===== config.mk =====
export PLATFORM = sky130hd
export DESIGN_NAME = next_pc_unit
export DESIGN_NICKNAME = d
export VERILOG_FILES = /design/src/rtl/next_pc_unit_pkg.sv /design/src/rtl/next_pc_unit_adder.sv /design/src/rtl/next_pc_unit.sv
export SDC_FILE = /design/constraint.sdc
export NUM_CORES = 1
export LEC_CHECK = 0
export CAP_MARGIN = 40
export CORE_ASPECT_RATIO = 1.5
export CORE_UTILIZATION = 30
export CTS_CLUSTER_SIZE = 28
export DETAILED_ROUTE_END_ITERATION = 8
export SYNTH_ARGS = -nofsm -noshare
export SYNTH_HDL_FRONTEND = slang
export SYNTH_SLANG_ARGS = --single-unit

===== constraint.sdc =====
create_clock -name clk -period 3.2 [get_ports clk]
set_input_delay 0.48 -clock clk [delete_from_list [all_inputs] [get_ports clk]]
set_output_delay 0.48 -clock clk [all_outputs]
set_load 0.01 [all_outputs]

===== src/rtl/next_pc_unit_pkg.sv =====
// Shared types and constants for the next-PC unit: FSM state encoding,
// default address width and the alignment-bit helper.
package next_pc_unit_pkg;

  localparam int unsigned XLEN_DEFAULT = 32;

  typedef enum logic {
    ST_HOLD = 1'b0,
    ST_RUN  = 1'b1
  } pc_state_e;

  // Number of low address bits that must be zero for a legal fetch target.
  function automatic int unsigned align_bits(input int unsigned inst_align);
    return (inst_align == 2) ? 1 : 2;
  endfunction

endpackage


===== src/rtl/next_pc_unit_adder.sv =====
// Plain modulo-2^OPERAND_WIDTH adder used as the sequential PC incrementer.
module next_pc_unit_adder #(
  parameter int unsigned OPERAND_WIDTH = 32
) (
  input  logic [OPERAND_WIDTH-1:0] i_op1,
  input  logic [OPERAND_WIDTH-1:0] i_op2,
  output logic [OPERAND_WIDTH-1:0] o_sum
);

  assign o_sum = i_op1 + i_op2;

endmodule


===== src/rtl/next_pc_unit.sv =====
// Fetch-address generator: HOLD/RUN FSM, redirect with alignment check,
// stall and sequential increment. Optional trap path under NEXT_PC_TRAP_EN.
module next_pc_unit
  import next_pc_unit_pkg::*;
#(
  parameter int unsigned      XLEN              = XLEN_DEFAULT,
  parameter logic [XLEN-1:0]  RESET_VECTOR      = '0,
  parameter int unsigned      INST_ALIGN        = 4,
  parameter int unsigned      RESET_HOLD_CYCLES = 1
) (
  input  logic            clk,
  input  logic            rst,
  input  logic            stall,
  input  logic            redirect_valid,
  input  logic [XLEN-1:0] redirect_target,
`ifdef NEXT_PC_TRAP_EN
  input  logic            trap_valid,
  input  logic [XLEN-1:0] trap_vector,
  output logic [XLEN-1:0] epc,
`endif
  output logic [XLEN-1:0] pc,
  output logic [XLEN-1:0] pc_next,
  output logic            pc_valid,
  output logic            misalign_err
);

  localparam int unsigned     ALIGN_BITS = align_bits(INST_ALIGN);
  localparam logic [XLEN-1:0] INC        = XLEN'(INST_ALIGN);
  localparam logic [3:0]      HOLD_LAST  = 4'(RESET_HOLD_CYCLES - 1);

  pc_state_e       r_state;
  logic [3:0]      r_hold_cnt;
  logic [XLEN-1:0] r_pc;
  logic            r_pc_valid;
  logic            r_misalign;
  logic [XLEN-1:0] w_pc_inc;
  logic            w_misaligned;
  logic            w_trap;

  next_pc_unit_adder #(
    .OPERAND_WIDTH(XLEN)
  ) u_inc (
    .i_op1(r_pc),
    .i_op2(INC),
    .o_sum(w_pc_inc)
  );

  assign w_misaligned = |redirect_target[ALIGN_BITS-1:0];

`ifdef NEXT_PC_TRAP_EN
  logic [XLEN-1:0] r_epc;
  logic [XLEN-1:0] w_trap_target;

  assign w_trap        = trap_valid;
  assign w_trap_target = {trap_vector[XLEN-1:ALIGN_BITS], {ALIGN_BITS{1'b0}}};
  assign epc           = r_epc;
`else
  assign w_trap = 1'b0;
`endif

  // Priority: trap > redirect (misaligned target holds pc) > stall > sequential.
  always_comb begin
    pc_next = r_pc;
    if (r_state == ST_HOLD) begin
      pc_next = RESET_VECTOR;
    end
`ifdef NEXT_PC_TRAP_EN
    else if (trap_valid) begin
      pc_next = w_trap_target;
    end
`endif
    else if (redirect_valid) begin
      pc_next = w_misaligned ? r_pc : redirect_target;
    end else if (!stall) begin
      pc_next = w_pc_inc;
    end
  end

  always_ff @(posedge clk or negedge rst) begin
    if (!rst) begin
      r_state    <= ST_HOLD;
      r_hold_cnt <= 4'd0;
      r_pc       <= RESET_VECTOR;
      r_pc_valid <= 1'b0;
      r_misalign <= 1'b0;
`ifdef NEXT_PC_TRAP_EN
      r_epc      <= '0;
`endif
    end else if (r_state == ST_HOLD) begin
      // pc already sits at RESET_VECTOR, so leaving HOLD fetches it exactly once.
      r_misalign <= 1'b0;
      if (r_hold_cnt == HOLD_LAST) begin
        r_state    <= ST_RUN;
        r_pc_valid <= 1'b1;
      end else begin
        r_hold_cnt <= r_hold_cnt + 4'd1;
      end
    end else begin
      r_pc       <= pc_next;
      r_misalign <= redirect_valid & w_misaligned & ~w_trap;
`ifdef NEXT_PC_TRAP_EN
      if (trap_valid) begin
        r_epc <= r_pc;
      end
`endif
    end
  end

  assign pc           = r_pc;
  assign pc_valid     = r_pc_valid;
  assign misalign_err = r_misalign;

endmodule


Figure 1. Met1 routing (run 1).
The bar under the picture is 20 microns long. Supply wires on this layer in gray.
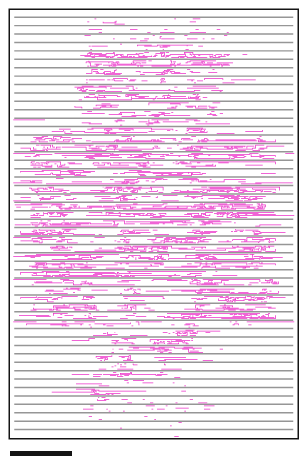
The longest straight run is 34.5 microns. The layer carries 5,180 microns of wire. The layer holds 41% of the routed length. The wires run mostly horizontal. 574 nets have wire on it.
routed wire length: 12.6 mm
met1 Track Usage GR: 23.6%
total number of vias: 4,162

Figure 2. Routing congestion map (run 1).
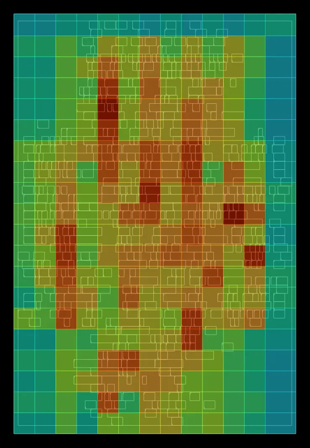
global-route total usage across every layer: 19.4%
met3 Resource Use GR: 1.71%
global-route layer with the greatest usage: met2
final core utilization: 44.5%
M2 GR Usage: 35.4%

==> summary.rpt, run 1 <==
PHYSICAL IMPLEMENTATION REPORT
----------------------------------------------------
[Run status]
  Result of the run ........................ completed

[Worst setup path]
  Required time of the critical path ........................ 2.72 ns
  Peak fanout along the critical path ........................ 16

[Synthesis]
  Largest family of logic cells by area ........................ simple AND/OR/NAND/NOR gates
  Ys flops ........................ 39

[Final layout]
  Biggest cell category by area in the final layout ........................ logic gates
  Seq cells ........................ 39
  Largest register FFs ........................ 32
  Commonest cells after routing, fill and taps aside ........................ 100 x sky130_fd_sc_hd__nand2_1, 90 x sky130_fd_sc_hd__clkdlybuf4s50_1, 51 x sky130_fd_sc_hd__buf_4

[Power and ir drop]
  Peak supply drop ........................ 0.233 mV
  Comb pwr share ........................ 48.8%
  Sw frac ........................ between 30% and 40%
  Share of power burned in the clock network ........................ a little under a quarter
  P_sw ........................ 0.000897 W

[STA]
  Final critical-path share of the clock period ........................ a little over nine tenths
  Worst hold slack ........................ about 0.074 ns

[Clock tree]
  Maximum number of buffers from clock root to sink ........................ 2
  Cts bufs inserted ........................ 5
  # resized after CTS ........................ 15
  Post-CTS clock slew at the launch and capture registers of the worst setup and hold paths ........................ around 0.060 ns

[Global route]
  Global-route wire length before repair ........................ 20.0 mm
  Initial antenna violation count ........................ 0

[Drt]
  Antenna-violating nets left ........................ 0
  Count of routing violations after the opening detailed-route iteration ........................ around 250
  Vias per cell ........................ 5.39

[Job]
  Max-cap check violation count ........................ 0
  OpenROAD warning count ........................ 28

[Die]
  CORE AREA ........................ between 0.01 and 0.015 sq mm
  Tapcell Cnt ........................ 153

----------------------------------------------------
Figure 3. Close-up of the layout (run 1).
The bar under the picture is 10 microns long. Region (50, 15) to (90, 55) microns. Cells in gray, sequential cells in the stronger gray; small squares are vias.
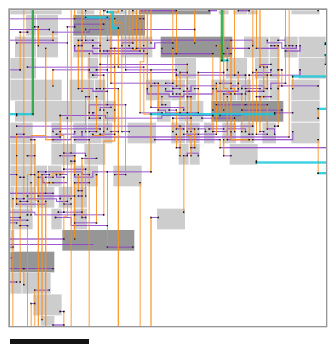
Key: orange = M2; cyan = M3; purple = M1; green = M4
Most frequent: o21ai_0 (11), clkdlybuf4s50_1 (11), nor2_1 (9). Netlist names of flops here include pc (5). 73 logic cells have their middle in the window. Sequential cells in the window: 5.

[run 1: cells in the mapped netlist, drive strengths merged, types with 5 or more instances]
master	number
a21oi	41
nand4	10
nor2	31
nand3	22
o22ai	24
a31oi	5
inv	12
buf	22
o21ai	39
nor3	19
clkbuf	39
dfrtp	39
xnor2	25
xor2	5
mux2i	10
a311oi	14
nor4	6
and3	9
nand2	100
[run 1: stage by stage]
step	instances	setup TNS, ns	setup WS, ns
after global routing	772	0	0.00478
after floorplan	515	0	0.729
after CTS	771	-0.0101	-0.0101
after global placement	761	-0.924	-0.170
final	772	0	0.137
after detailed placement	762	-1.34	-0.181
[run 1: per-layer routing]
layer / up-vias / wire length (microns)
li1: 2026 / -
met1: 2011 / 5180
met2: 110 / 6800
met3: 15 / 357
met4: 0 / 213
met5: - / 0
Figure 4. Gate families picked out (run 1).
The bar under the picture is 20 microns long.
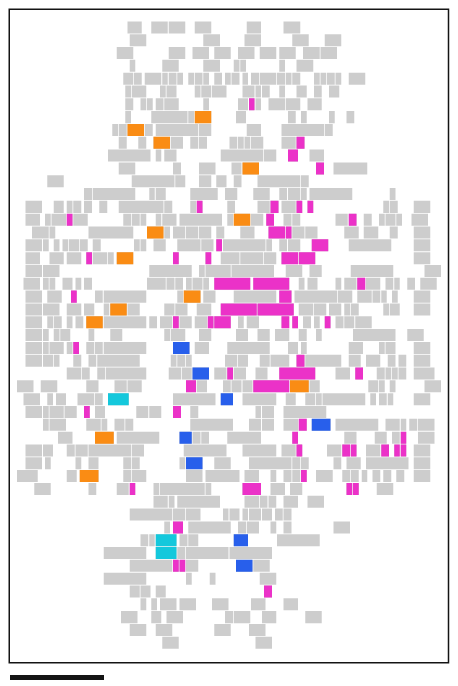

--- run 2 (diff from run 1) ---
- CORE_ASPECT_RATIO: 1.5 -> 0.9
- clock period: 3.2 -> 3.7 ns (I/O delays scaled with it)
Figure 5. Gate families picked out (run 2).
The bar under the picture is 20 microns long.
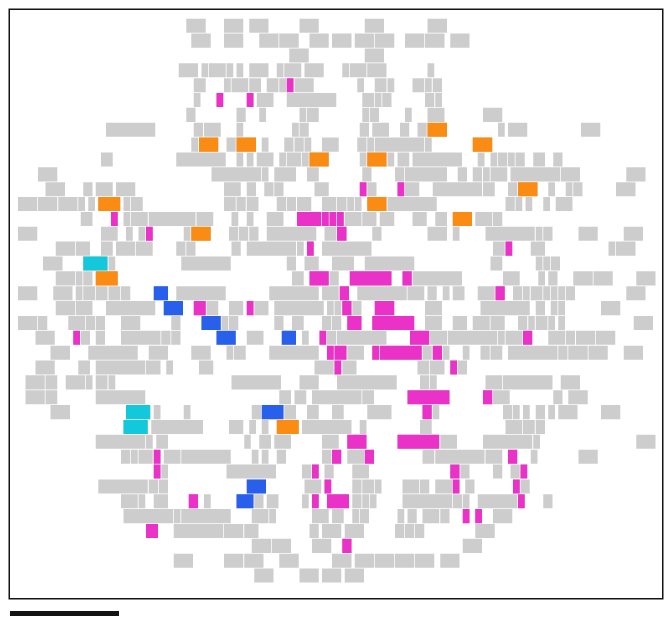
Key: magenta = nor cells [cells 60, most used nor2_1]; cyan = fa/ha/maj cells [cells 3, most used ha_1]; orange = mux cells [cells 13, most used mux2i_1]; blue = non-inverting ao/oa cells [cells 8, most used o211a_1]
multi-input logic portion of the cell area: 48.9%
most numerous logic cell after layout: sky130_fd_sc_hd__nand2_1
non-filler cells in the finished layout: 740

==> run 2 against run 1 <==
Against the previous run: worst setup slack improved by 0.040 ns; final cell count decreased by 4.1%; worst hold slack improved by 0.091 ns; clock skew increased by 0.0011 ns; synthesized area unchanged; first-iteration DRC count increased by 47%; clock-buffer cell count decreased by 2; die area about the same; global-route usage decreased by 0.77 points; power decreased by 16%; critical path depth decreased by 1.
==> summary.rpt, run 2 <==
PHYSICAL IMPLEMENTATION REPORT
----------------------------------------------------
[Run status]
  Result of the run ........................ completed

[Global route]
  Initial antenna violation count ........................ 0
  Global-route wire length before repair ........................ roughly 19 mm
  Global-route layer with the greatest usage ........................ met2
  Global-route total usage across every layer ........................ 18.6%

[Drt]
  Metal1 wirelength ........................ 5.43 mm
  Met2 WL post-DR ........................ 5.59 mm
  Top layer reached by signal wires ........................ met4
  Vias per cell ........................ 5.44
  Antenna-violating nets left ........................ 0

[STA]
  Least setup slack across all paths after layout ........................ 0.177 ns

[Power and ir drop]
  P_sw ........................ 0.000750 W
  Comb pwr share ........................ 43.3%
  Peak supply drop ........................ 0.176 mV

[Worst setup path]
  Peak fanout along the critical path ........................ 4

[Final layout]
  Largest register FFs ........................ 32
  Commonest cells after routing, fill and taps aside ........................ 100 x sky130_fd_sc_hd__nand2_1, 99 x sky130_fd_sc_hd__clkdlybuf4s50_1, 41 x sky130_fd_sc_hd__a21oi_1
  Final core utilization ........................ 41.3%

[Job]
  OpenROAD warning count ........................ 27

[Clock tree]
  Cts bufs inserted ........................ 5
  Maximum number of buffers from clock root to sink ........................ 2

[Synthesis]
  Top cell type by instance count after synthesis ........................ sky130_fd_sc_hd__nand2_1
  Most frequent cells after synthesis ........................ 100 x sky130_fd_sc_hd__nand2_1, 41 x sky130_fd_sc_hd__a21oi_1, 39 x sky130_fd_sc_hd__dfrtp_1, 39 x sky130_fd_sc_hd__o21ai_0, 37 x sky130_fd_sc_hd__clkbuf_1

----------------------------------------------------
Figure 6. Signal wires on met3 (run 2).
The bar under the picture is 20 microns long. Cells faint in the background.
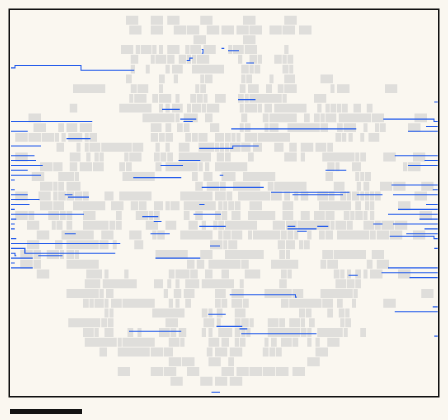
88 nets have wire on it. The wires run mostly horizontal. The layer holds 6.2% of the routed length.
total number of vias: 4,029
met3 Resource Use GR: 3.76%
routed wire length: 11.9 mm

## run 2: area by class of cell
cell class / instances / share of cell area (%)
Tap cell: 160 / 4.02
Inverter: 13 / 0.979
Sequential cell: 39 / 19.6
Clock inverter: 3 / 0.878
Timing Repair Buffer: 118 / 23.1
Clock buffer: 5 / 2.51
Multi-Input combinational cell: 402 / 48.9
## run 2: worst max-delay path: stages
cell                              delay, ns
sky130_fd_sc_hd__clkdlybuf4s50_1       0.45
sky130_fd_sc_hd__nand4b_1              0.32
sky130_fd_sc_hd__or2_2                 0.46
sky130_fd_sc_hd__nor3_1                0.28
sky130_fd_sc_hd__xnor2_1               0.10
sky130_fd_sc_hd__a21oi_1               0.23
sky130_fd_sc_hd__clkdlybuf4s50_1       0.58
Figure 7. Close-up of the layout (run 2).
The bar under the picture is 10 microns long. Region (70, 7) to (110, 47) microns. Cells in gray, sequential cells in the stronger gray; small squares are vias.
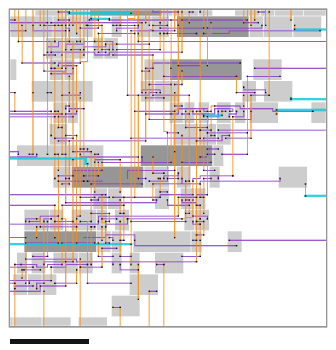

--- run 3 (diff from run 2) ---
- MAX_ROUTING_LAYER: not set -> met4
Figure 8. Close-up of the layout (run 3).
The bar under the picture is 10 microns long. Region (70, 7) to (110, 47) microns. Cells in gray, sequential cells in the stronger gray; small squares are vias.
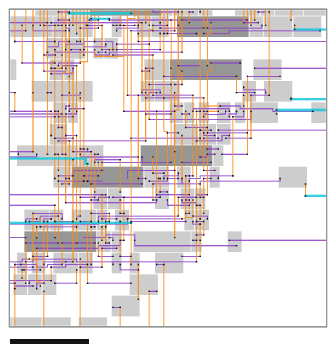
Key: orange = M2; cyan = M3; purple = M1
78 logic cells have their middle in the window. Most frequent: clkdlybuf4s50_1 (10), o21ai_0 (9), nand2_1 (9). Sequential cells in the window: 5. Netlist names of flops here include pc (5).

==> run 3 against run 2 <==
Against the previous run: synthesized area is the same; clock power is essentially flat; largest cell class unchanged; sequential power is essentially flat.
==> summary.rpt, run 3 <==
PHYSICAL IMPLEMENTATION REPORT
----------------------------------------------------
[Final layout]
  Sequential fraction of total cell area ........................ 19.6%
  Non-filler cells in the finished layout ........................ 740
  Count of multi-input gates ........................ 402
  Inverters, non-clock ........................ 13
  Multi-input logic portion of the cell area ........................ approximately half
  Layout overhead on the synthesized area ........................ 34.1%
  Most numerous logic cell after layout ........................ sky130_fd_sc_hd__nand2_1
  Biggest cell category by area in the final layout ........................ logic gates
  Clk tree area frac ........................ between 3 and 4%
  Final core utilization ........................ 41.3%
  Count of clock buffers in the final design ........................ 5
  Largest register FFs ........................ 32
  Seq cells ........................ 39

[Die]
  CORE AREA ........................ between 0.01 and 0.015 sq mm
  Tapcell Cnt ........................ 160

[Job]
  OpenROAD warning count ........................ 27
  Max-cap check violation count ........................ 0

[STA]
  Count of final hold-check violations ........................ 0
  Final critical-path share of the clock period ........................ 95.6%
  Worst clock skew on the final layout ........................ about 0.0056 ns
  Least setup slack across all paths after layout ........................ 0.164 ns
  Total negative setup slack ........................ 0 ns

[Drt]
  Antenna-violating nets left ........................ 0
  Vias per cell ........................ 5.39
  Routed wire length ........................ between 10 and 15 mm
  Met2 WL post-DR ........................ 5.55 mm
  Count of routing violations after the opening detailed-route iteration ........................ 345
  Metal1 wirelength ........................ between 5 and 6 mm
  Top layer reached by signal wires ........................ met4
  Met3 Wirelength ........................ roughly 630 microns

[Synthesis]
  Largest family of logic cells by area ........................ simple AND/OR/NAND/NOR gates
  Most frequent cells after synthesis ........................ 100 x sky130_fd_sc_hd__nand2_1, 41 x sky130_fd_sc_hd__a21oi_1, 39 x sky130_fd_sc_hd__dfrtp_1, 39 x sky130_fd_sc_hd__o21ai_0, 37 x sky130_fd_sc_hd__clkbuf_1
  Ys flops ........................ 39
  Top cell type by instance count after synthesis ........................ sky130_fd_sc_hd__nand2_1

[Power and ir drop]
  Comb pwr share ........................ between 40% and 50%
  Share of power burned in the clock network ........................ 25.1%
  Sw frac ........................ 37.5%

[Global route]
  Global-route total usage across every layer ........................ 19.2%
  Initial antenna violation count ........................ 0

[Clock tree]
  Maximum number of buffers from clock root to sink ........................ 2
  # resized after CTS ........................ 0
  Cts bufs inserted ........................ 5
  Post-CTS clock slew at the launch and capture registers of the worst setup and hold paths ........................ 0.06 ns

[Placed design]
  Total placed cells including tap cells ........................ 732
  Detailed Place HPWL ........................ 8.44 mm

[Worst setup path]
  Required time of the critical path ........................ 3.14 ns

[Run status]
  Result of the run ........................ completed

----------------------------------------------------
Figure 9. Met1 routing (run 3).
The bar under the picture is 20 microns long. Supply wires on this layer in gray.
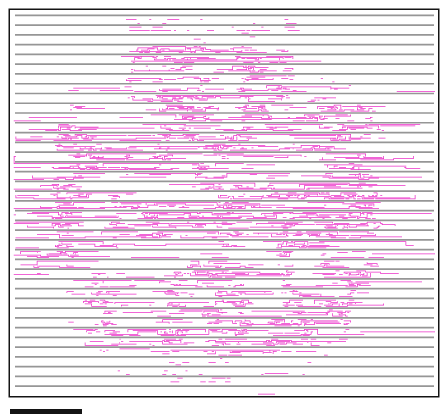
The wires run mostly horizontal. The longest straight run is 52.9 microns.
met1 Track Usage GR: 25.8%
total number of vias: 3,990

==> run 3: cell counts after synthesis <==
Identical to the previous run, type by type.
==> run 3: routing by layer <==
metal | track usage (%) | vias up
li1 | - | 1944
met1 | 25.8 | 1926
met2 | 30.0 | 107
met3 | 3.39 | 13
met4 | 4.46 | 0
met5 | - | -
==> run 3: critical path, stage by stage <==
cell and delay [ns]:
sky130_fd_sc_hd__clkdlybuf4s50_1 0.44, sky130_fd_sc_hd__nand4b_1 0.32, sky130_fd_sc_hd__or2_2 0.46, sky130_fd_sc_hd__nor3_1 0.28
sky130_fd_sc_hd__xnor2_1 0.10, sky130_fd_sc_hd__a21oi_1 0.24, sky130_fd_sc_hd__clkdlybuf4s50_1 0.58
No activity file was given, so power comes from the tool's default toggle rates.
